## src/rtl/multicycle_controller.sv

```systemverilog
// rtl/multicycle_controller.sv - multicycle RV32I control sequencer (optional bne support: MC_BNE_EN)
module multicycle_controller (
    input  logic       clk,
    input  logic       reset,
    input  logic [6:0] opcode,
    input  logic [2:0] funct3,
    input  logic       funct7_5,
    input  logic       zero,
    output logic       PCWrite,
    output logic       AdrSrc,
    output logic       MemWrite,
    output logic       IRWrite,
    output logic [1:0] ResultSrc,
    output logic [1:0] ALUSrcA,
    output logic [1:0] ALUSrcB,
    output logic [2:0] ALUControl,
    output logic [1:0] ImmSrc,
    output logic       RegWrite,
    output logic       illegal,
    output logic [3:0] state
);

    localparam logic [3:0] FETCH    = 4'd0;
    localparam logic [3:0] DECODE   = 4'd1;
    localparam logic [3:0] MEMADR   = 4'd2;
    localparam logic [3:0] MEMREAD  = 4'd3;
    localparam logic [3:0] MEMWB    = 4'd4;
    localparam logic [3:0] MEMWRITE = 4'd5;
    localparam logic [3:0] EXECUTER = 4'd6;
    localparam logic [3:0] EXECUTEI = 4'd7;
    localparam logic [3:0] ALUWB    = 4'd8;
    localparam logic [3:0] BRANCH   = 4'd9;
    localparam logic [3:0] JAL      = 4'd10;

    localparam logic [6:0] OP_LOAD   = 7'b0000011;
    localparam logic [6:0] OP_STORE  = 7'b0100011;
    localparam logic [6:0] OP_RTYPE  = 7'b0110011;
    localparam logic [6:0] OP_ITYPE  = 7'b0010011;
    localparam logic [6:0] OP_BRANCH = 7'b1100011;
    localparam logic [6:0] OP_JAL    = 7'b1101111;

    localparam logic [1:0] ALUOP_ADD  = 2'b00;
    localparam logic [1:0] ALUOP_SUB  = 2'b01;
    localparam logic [1:0] ALUOP_FUNC = 2'b10;

    logic [3:0] state_r;
    logic [3:0] state_d;
    logic [3:0] decode_next;
    logic       op_known;
    logic [1:0] aluop;
    logic       pcupdate;
    logic       branch;
    logic       take;

    assign state = state_r;

    // State register; reset drops straight back to FETCH without a clock
    always_ff @(posedge clk or posedge reset) begin
        if (reset) begin
            state_r <= FETCH;
        end else begin
            state_r <= state_d;
        end
    end

    // Opcode dispatch used when leaving DECODE; unknown opcodes restart at FETCH
    always_comb begin
        decode_next = FETCH;
        op_known    = 1'b1;
        case (opcode)
            OP_LOAD, OP_STORE: decode_next = MEMADR;
            OP_RTYPE:          decode_next = EXECUTER;
            OP_ITYPE:          decode_next = EXECUTEI;
            OP_BRANCH:         decode_next = BRANCH;
            OP_JAL:            decode_next = JAL;
            default:           op_known    = 1'b0;
        endcase
    end

    // Next-state sequencing; unused codes fall back to FETCH
    always_comb begin
        state_d = FETCH;
        case (state_r)
            FETCH:    state_d = DECODE;
            DECODE:   state_d = decode_next;
            MEMADR:   state_d = (opcode == OP_LOAD) ? MEMREAD : MEMWRITE;
            MEMREAD:  state_d = MEMWB;
            EXECUTER: state_d = ALUWB;
            EXECUTEI: state_d = ALUWB;
            JAL:      state_d = ALUWB;
            default:  state_d = FETCH;
        endcase
    end

    // Moore control word for each state; anything not set stays inactive
    always_comb begin
        AdrSrc    = 1'b0;
        MemWrite  = 1'b0;
        IRWrite   = 1'b0;
        ResultSrc = 2'b00;
        ALUSrcA   = 2'b00;
        ALUSrcB   = 2'b00;
        RegWrite  = 1'b0;
        illegal   = 1'b0;
        aluop     = ALUOP_ADD;
        pcupdate  = 1'b0;
        branch    = 1'b0;
        case (state_r)
            FETCH: begin
                IRWrite   = 1'b1;
                ALUSrcB   = 2'b10;
                ResultSrc = 2'b10;
                pcupdate  = 1'b1;
            end
            DECODE: begin
                ALUSrcA = 2'b01;
                ALUSrcB = 2'b01;
                illegal = ~op_known;
            end
            MEMADR: begin
                ALUSrcA = 2'b10;
                ALUSrcB = 2'b01;
            end
            MEMREAD: begin
                AdrSrc = 1'b1;
            end
            MEMWB: begin
                ResultSrc = 2'b01;
                RegWrite  = 1'b1;
            end
            MEMWRITE: begin
                AdrSrc   = 1'b1;
                MemWrite = 1'b1;
            end
            EXECUTER: begin
                ALUSrcA = 2'b10;
                aluop   = ALUOP_FUNC;
            end
            EXECUTEI: begin
                ALUSrcA = 2'b10;
                ALUSrcB = 2'b01;
                aluop   = ALUOP_FUNC;
            end
            ALUWB: begin
                RegWrite = 1'b1;
            end
            BRANCH: begin
                ALUSrcA = 2'b10;
                aluop   = ALUOP_SUB;
                branch  = 1'b1;
            end
            JAL: begin
                ALUSrcA  = 2'b01;
                ALUSrcB  = 2'b10;
                pcupdate = 1'b1;
            end
            default: begin
            end
        endcase
    end

    // ALU decoder; only R-type (opcode[5] set) can turn funct3=000 into sub
    always_comb begin
        ALUControl = 3'b000;
        case (aluop)
            ALUOP_SUB: ALUControl = 3'b001;
            ALUOP_FUNC: begin
                case (funct3)
                    3'b000:  ALUControl = (opcode[5] & funct7_5) ? 3'b001 : 3'b000;
                    3'b010:  ALUControl = 3'b101;
                    3'b110:  ALUControl = 3'b011;
                    3'b111:  ALUControl = 3'b010;
                    default: ALUControl = 3'b000;
                endcase
            end
            default: ALUControl = 3'b000;
        endcase
    end

    // Immediate format follows the opcode in every state
    always_comb begin
        case (opcode)
            OP_STORE:  ImmSrc = 2'b01;
            OP_BRANCH: ImmSrc = 2'b10;
            OP_JAL:    ImmSrc = 2'b11;
            default:   ImmSrc = 2'b00;
        endcase
    end

`ifdef MC_BNE_EN
    // Branch condition: beq on zero, bne on not-zero, other funct3 never taken
    always_comb begin
        case (funct3)
            3'b000:  take = zero;
            3'b001:  take = ~zero;
            default: take = 1'b0;
        endcase
    end
`else
    // Branch condition: every branch is treated as beq
    always_comb begin
        take = zero;
    end
`endif

    assign PCWrite = pcupdate | (branch & take);

endmodule
```

## config.mk

```make
export PLATFORM = sky130hd
export DESIGN_NAME = multicycle_controller
export DESIGN_NICKNAME = d
export VERILOG_FILES = /design/src/rtl/multicycle_controller.sv
export SDC_FILE = /design/constraint.sdc
export NUM_CORES = 1
export LEC_CHECK = 0
export CAP_MARGIN = 20
export CORE_MARGIN = 2
export CORE_UTILIZATION = 46
export CTS_CLUSTER_DIAMETER = 50
export DETAILED_ROUTE_END_ITERATION = 16
export DONT_BUFFER_PORTS = 1
export GPL_ROUTABILITY_DRIVEN = 0
export GPL_TIMING_DRIVEN = 0
export HOLD_SLACK_MARGIN = 0.02
export PLACE_DENSITY = 0.67
export RECOVER_POWER = 50
export SYNTH_ARGS = -nofsm -noshare
export SYNTH_HDL_FRONTEND = slang
export SYNTH_SLANG_ARGS = --single-unit
```

## constraint.sdc

```tcl
create_clock -name clk -period 1.9 [get_ports clk]
set_clock_uncertainty 0.15 [all_clocks]
set_input_delay 0.19 -clock clk [delete_from_list [all_inputs] [get_ports clk]]
set_output_delay 0.19 -clock clk [all_outputs]
set_load 0.02 [all_outputs]
```

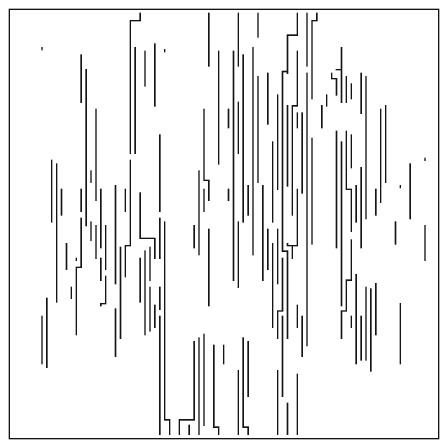
Fig. 1. M2 wires.
main direction = vertical
longest straight run = 25.5 µm
wire length on this layer = 793 µm
nets with wire on the layer = 92

==> results.yml <==
# yosys + openroad results
status:
  status: "finished, violations left"
  violations: "setup timing"
die:
  fp_util_pct: 47.9
pwr:
  p_total_w: 0.000707
  powerDensity_nw_per_um2: 834
  swShare_pct: 48.4
  p_leak_nw: 0.324
layout:
  seq_share_pct: 12.4
  comb_share_pct: 67.0
  buffers: 11
  drive_above_1_share_pct: 45.3
yosys:
  async_reset_ff_share_pct: 100
  ff_type: "dfrtp_1"
  fp_nets: 93
  yosys_warnings: 0
  edf_count: 0
critical_path:
  critPathCaptureType: "output port"
  cp_slowest_cell: "dfrtp_2"
  cpLargestDelayFamily: "simple AND/OR/NAND/NOR gates"
  crit_path_end: "ALUControl[2]"
  crit_start: "state[2]$_DFF_PP0_"
min_path:
  holdPathEnd: "state[2]$_DFF_PP0_"
  whs_path_depth: 2
timing:
  setup_viol: 5
  setup_slack_ns: -0.196
place:
  dp_cells: 92
route:
  route.layer.met1.wl_um: 687
  drt_iter0_markers: 12
clock_tree:
  ctsHoldBuffers: 3
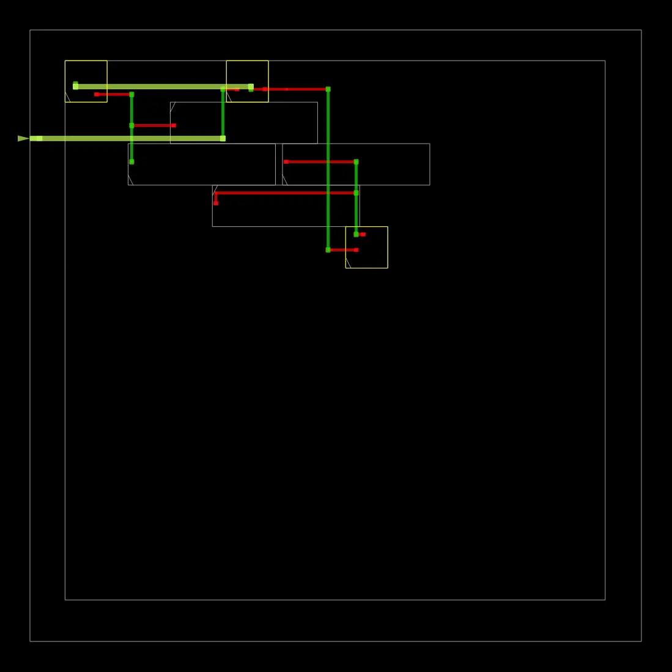
Fig. 2. The clock network.
Clk. pwr: 0.000105 W
TritonCTS Buffers: 3
clock sink count: 4

Power figures rest on the tool's default switching activity, not on a simulated workload.
